Signal wires on met1:
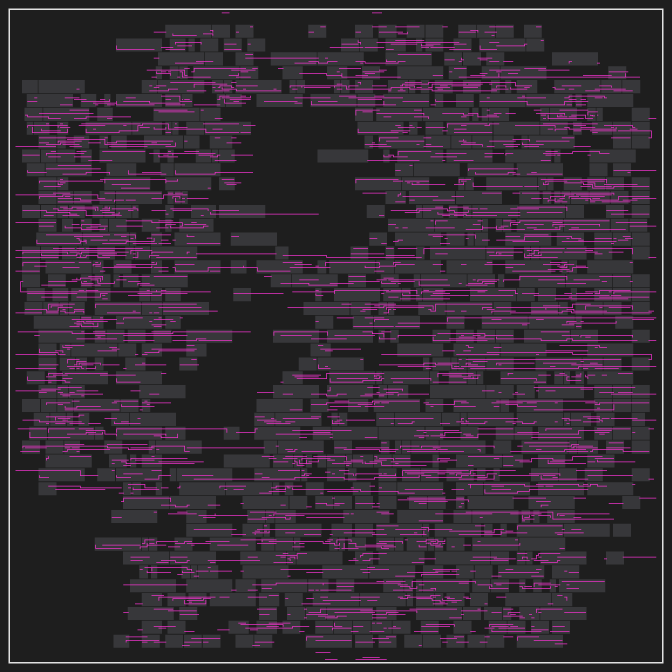
Signal wires on met2:
Scale bar: 50 um.
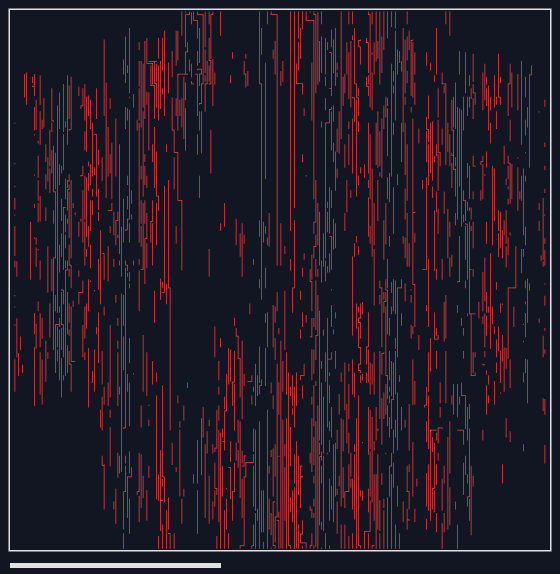
`config.mk`:
```
export PLATFORM = sky130hd
export DESIGN_NAME = des_ip_pipe_flat
export DESIGN_NICKNAME = d
export VERILOG_FILES = /design/src/rtl/des_ip_pipe_if.sv /design/src/rtl/des_ip_pipe.sv /design/src/flat_wrapper.sv
export SDC_FILE = /design/constraint.sdc
export NUM_CORES = 1
export LEC_CHECK = 0
export CAP_MARGIN = 25
export CORE_MARGIN = 2
export CORE_UTILIZATION = 50
export DETAILED_ROUTE_END_ITERATION = 8
export PLACE_DENSITY = 0.82
export SYNTH_ARGS = -nofsm -noshare
export SYNTH_HDL_FRONTEND = slang
export SYNTH_SLANG_ARGS = --single-unit
```
`constraint.sdc`:
```
create_clock -name clk -period 6.7 [get_ports clk]
set_input_delay 1.005 -clock clk [delete_from_list [all_inputs] [get_ports clk]]
set_output_delay 1.005 -clock clk [all_outputs]
set_load 0.01 [all_outputs]
```
`src/rtl/des_ip_pipe_if.sv`:
```
// Handshake bundle for des_ip_pipe: upstream beat (valid/ready/mode/tag/data)
// and downstream beat (valid/ready/tag/data). The DUT uses the slave modport.
interface des_ip_pipe_if #(
    parameter int LANES = 1,
    parameter int TAG_W = 4
);
    logic                   in_valid;
    logic                   in_ready;
    logic                   in_mode;
    logic [TAG_W-1:0]       in_tag;
    logic [0:64*LANES-1]    in_data;
    logic                   out_valid;
    logic                   out_ready;
    logic [TAG_W-1:0]       out_tag;
    logic [0:64*LANES-1]    out_data;

    modport master (
        output in_valid, in_mode, in_tag, in_data, out_ready,
        input  in_ready, out_valid, out_tag, out_data
    );

    modport slave (
        input  in_valid, in_mode, in_tag, in_data, out_ready,
        output in_ready, out_valid, out_tag, out_data
    );
endinterface

```
`src/rtl/des_ip_pipe.sv`:
```
// Elastic multi-lane DES IP / IP^-1 permutation pipeline with tag, flush and
// output block counter. Optional `bypass` input under DES_IP_BYPASS_EN.
module des_ip_pipe #(
    parameter int LANES  = 1,
    parameter int STAGES = 2,
    parameter int TAG_W  = 4
) (
    input  logic            clk,
    input  logic            rst,
    input  logic            flush,
`ifdef DES_IP_BYPASS_EN
    input  logic            bypass,
`endif
    des_ip_pipe_if.slave    bus,
    output logic [31:0]     blk_count
);
    localparam int DW = 64 * LANES;

    function automatic logic [0:63] ip_fwd(input logic [0:63] x);
        logic [0:63] y;
        y = '0;
        for (int r = 0; r < 8; r++)
            for (int c = 0; c < 8; c++)
                y[8*r+c] = x[8*(7-c) + ((r < 4) ? (2*r + 1) : (2*(r-4)))];
        return y;
    endfunction

    function automatic logic [0:63] ip_inv(input logic [0:63] x);
        logic [0:63] y;
        y = '0;
        for (int r = 0; r < 8; r++)
            for (int c = 0; c < 8; c++)
                y[8*r+c] = x[((c % 2 == 0) ? (32 + 4*c) : (4*(c-1))) + 7 - r];
        return y;
    endfunction

    logic [0:DW-1]      perm_d;
    logic [STAGES-1:0]  load;
    logic               take_out;
    logic [STAGES-1:0]  vld_q, vld_d;
    logic [0:DW-1]      data_q [STAGES];
    logic [0:DW-1]      data_d [STAGES];
    logic [TAG_W-1:0]   tag_q  [STAGES];
    logic [TAG_W-1:0]   tag_d  [STAGES];
    logic [31:0]        blk_count_q, blk_count_d;

    always_comb begin
        perm_d = '0;
        for (int l = 0; l < LANES; l++) begin
`ifdef DES_IP_BYPASS_EN
            if (bypass)
                perm_d[64*l +: 64] = bus.in_data[64*l +: 64];
            else
`endif
            if (bus.in_mode)
                perm_d[64*l +: 64] = ip_inv(bus.in_data[64*l +: 64]);
            else
                perm_d[64*l +: 64] = ip_fwd(bus.in_data[64*l +: 64]);
        end
    end

    // A stage may load when empty or when its successor drains it this cycle;
    // the chain runs back from the output so in_ready sees out_ready directly.
    always_comb begin
        take_out = vld_q[STAGES-1] && bus.out_ready;
        load = '0;
        load[STAGES-1] = !vld_q[STAGES-1] || take_out;
        for (int s = STAGES - 2; s >= 0; s--)
            load[s] = !vld_q[s] || load[s+1];
    end

    always_comb begin
        vld_d  = vld_q;
        data_d = data_q;
        tag_d  = tag_q;
        if (load[0]) begin
            vld_d[0] = bus.in_valid;
            if (bus.in_valid) begin
                data_d[0] = perm_d;
                tag_d[0]  = bus.in_tag;
            end
        end
        for (int s = 1; s < STAGES; s++) begin
            if (load[s]) begin
                vld_d[s] = vld_q[s-1];
                if (vld_q[s-1]) begin
                    data_d[s] = data_q[s-1];
                    tag_d[s]  = tag_q[s-1];
                end
            end
        end
        // Flush wins over any load, so a beat offered in the flush cycle is lost.
        if (flush)
            vld_d = '0;
        blk_count_d = blk_count_q;
        if (take_out)
            blk_count_d = blk_count_q + 32'd1;
    end

    always_ff @(posedge clk or posedge rst) begin
        if (rst) begin
            vld_q       <= '0;
            blk_count_q <= '0;
            for (int s = 0; s < STAGES; s++) begin
                data_q[s] <= '0;
                tag_q[s]  <= '0;
            end
        end else begin
            vld_q       <= vld_d;
            blk_count_q <= blk_count_d;
            data_q      <= data_d;
            tag_q       <= tag_d;
        end
    end

    assign bus.in_ready  = load[0];
    assign bus.out_valid = vld_q[STAGES-1];
    assign bus.out_data  = data_q[STAGES-1];
    assign bus.out_tag   = tag_q[STAGES-1];
    assign blk_count     = blk_count_q;

endmodule

```
`src/flat_wrapper.sv`:
```
// flat-port wrapper written by rule: the top's interface ports become plain ports
module des_ip_pipe_flat 
#(
    parameter int LANES  = 1,
    parameter int STAGES = 2,
    parameter int TAG_W  = 4
)
  (clk, rst, flush, blk_count, bus_in_valid, bus_in_mode, bus_in_tag, bus_in_data, bus_out_ready, bus_in_ready, bus_out_valid, bus_out_tag, bus_out_data);
  des_ip_pipe_if #(.LANES(LANES), .TAG_W(TAG_W)) bus_i ();
  input  logic clk;
  input  logic rst;
  input  logic flush;
  output logic [31:0] blk_count;
  input wire logic [$bits(bus_i.in_valid)-1:0] bus_in_valid;
  input wire logic [$bits(bus_i.in_mode)-1:0] bus_in_mode;
  input wire logic [$bits(bus_i.in_tag)-1:0] bus_in_tag;
  input wire logic [$bits(bus_i.in_data)-1:0] bus_in_data;
  input wire logic [$bits(bus_i.out_ready)-1:0] bus_out_ready;
  output wire logic [$bits(bus_i.in_ready)-1:0] bus_in_ready;
  output wire logic [$bits(bus_i.out_valid)-1:0] bus_out_valid;
  output wire logic [$bits(bus_i.out_tag)-1:0] bus_out_tag;
  output wire logic [$bits(bus_i.out_data)-1:0] bus_out_data;
  assign bus_i.in_valid = bus_in_valid;
  assign bus_i.in_mode = bus_in_mode;
  assign bus_i.in_tag = bus_in_tag;
  assign bus_i.in_data = bus_in_data;
  assign bus_i.out_ready = bus_out_ready;
  assign bus_in_ready = bus_i.in_ready;
  assign bus_out_valid = bus_i.out_valid;
  assign bus_out_tag = bus_i.out_tag;
  assign bus_out_data = bus_i.out_data;
  des_ip_pipe #(.LANES(LANES), .STAGES(STAGES), .TAG_W(TAG_W)) u_core (.clk(clk), .rst(rst), .flush(flush), .bus(bus_i), .blk_count(blk_count));
endmodule
```
==> run summary <==
run results: final setup fails 0, Seq cells post-synth between 150 and 200, fin cells roughly 920, Setup TNS Final 0 ns, hold path start u_core.tag_q[6]$_DFFE_PP0P_, Adder Share, Synth 0.00163, RSZ-0062 raised after global routing no, Tool Warnings 26, Post-synth area hogs dfrtp_1 55%, mux2_1 8.2%, mux2i_1 7.8%, buf_4 6.6%, a21oi_1 4.0%, DRT iter0 DRCs around 230, Max-Slew Margin vs Limit 0.341, FF/Latch Area 4250 sq um, area delta synth->final 26.5%, Flop pwr share 0.441, simple share 0.0787, CP max-delay cell clkdlybuf4s50_1, Clock buf/inv share 0.0639, critical path class primary input to output port, Req. time, crit path roughly 5.7 ns, Seq/total area 0.438, total design power around 2900 uW, final hold violations 0, fmax approximately 300 MHz, Clock Latency Late Sink approximately 0.42 ns, GR peak layer met2, Critical Path Most Common Cell clkdlybuf4s50_1, fin area about 9700 sq um, logic area roughly 2800 sq um, Logic Gate Count between 300 and 400, M1 WL 7010 um, dominant logic cell type in the layout clkdlybuf4s50_1, core area about 15000 sq um, Signal buf overhead 0.188, WP depth 4, CP top delay family buffers and inverters, Pre-antenna DRT Iters 5, ys async rst share 1.00, Yosys top cell by instances dfrtp_1, RePlAce Congestion 0.799, switching share of power 0.252, routed length on met3 roughly 960 um, Worst R2R End u_core.data_q[82]$_DFFE_PP0P_, met2 WL around 8100 um, vias in the first global route ~5100, Top pwr grp registers, max layer used met4, Main synth FF type dfrtp_1, Cell Area, Placed around 9100 sq um, reg2reg start u_core.vld_q[1]$_DFFE_PP0P_, CTS tree built, Top-area cell share 0.554, placed instance count 891, share of cells above drive strength 1 0.0842, Die Y 128 um, number of fill cells roughly 1100, list of most frequent post-synthesis cells 170 x dfrtp_1, 68 x buf_4, 68 x nor2_1, 61 x a21oi_1, 60 x mux2i_1, Tapcell Cnt 188, largest net degree at the start of global routing 93, Worst-path clk slew 0.06 ns, largest class registers, flop2flop setup slack approximately 4.4 ns, CP max FO 5, status complete, no violations, Initial Util 0.509, leakage power between 0.004 and 0.005 uW, DR vias/cell 5.25, most frequent cells in the layout 174 x clkdlybuf4s50_1, 170 x dfrtp_1, 68 x nor2_1, final hold slack around 0.47 ns, Die Wd approximately 130 um, Bufs and invs on worst path 2, Period minus WS final between 3 and 4 ns, antenna fix cells 0, cts bufs inserted 17, measured slew at the worst slew-check pin about 0.99 ns, yosys synthesis chip area 7680 sq um, clock tree buffer depth 2, Post-Syn Nets roughly 700, Yosys Instances between 600 and 700, Syn Inst Count 623, CLK BUF 22, Post-Syn Area around 7700 sq um, post-synthesis xor/xnor area fraction 0.0354, register area share after synthesis 0.554, comb pwr a little under 600 uW, critical path launch point bus_out_ready, Root Driver clkbuf_16, utilization after layout 0.644, first-pass GRT wire length between 20000 and 30000 um, clock network power 1030 uW, die footprint ~16000 sq um, R2R depth 4, layout net count roughly 800, # hold bufs at CTS 0, GRT overflow 0, hold path depth 1, Rows between 40 and 50, Detailed Place HPWL 11300 um, Post-synth EDFFs 0, Seq. pwr 1280 uW, non-clock inverter count 2, worst vdd ir 0.169 mV, initial antenna violation count 0, Yosys top cell by area dfrtp_1, crit path DAT 2.41 ns, Post-CTS Setup Bufs 0, DP Worst Slack around 3.3 ns, Gate power share 0.202, WL/cell about 18 um
## Picture notes: 'signal wires on met1'
longest straight run = 40.9 um
wire length on this layer = 7010 um
share of all routed wire = 43%
nets with wire on the layer = 724
met1 Use GR: 0.266
via count: 4849
drt total wl: 16400 um

## Picture notes: 'signal wires on met2'
longest straight run = 59.3 um
share of all routed wire = 49%
main direction = vertical
nets with wire on the layer = 729
M2 GR Usage: 0.341

Power figures rest on the tool's default switching activity, not on a simulated workload.
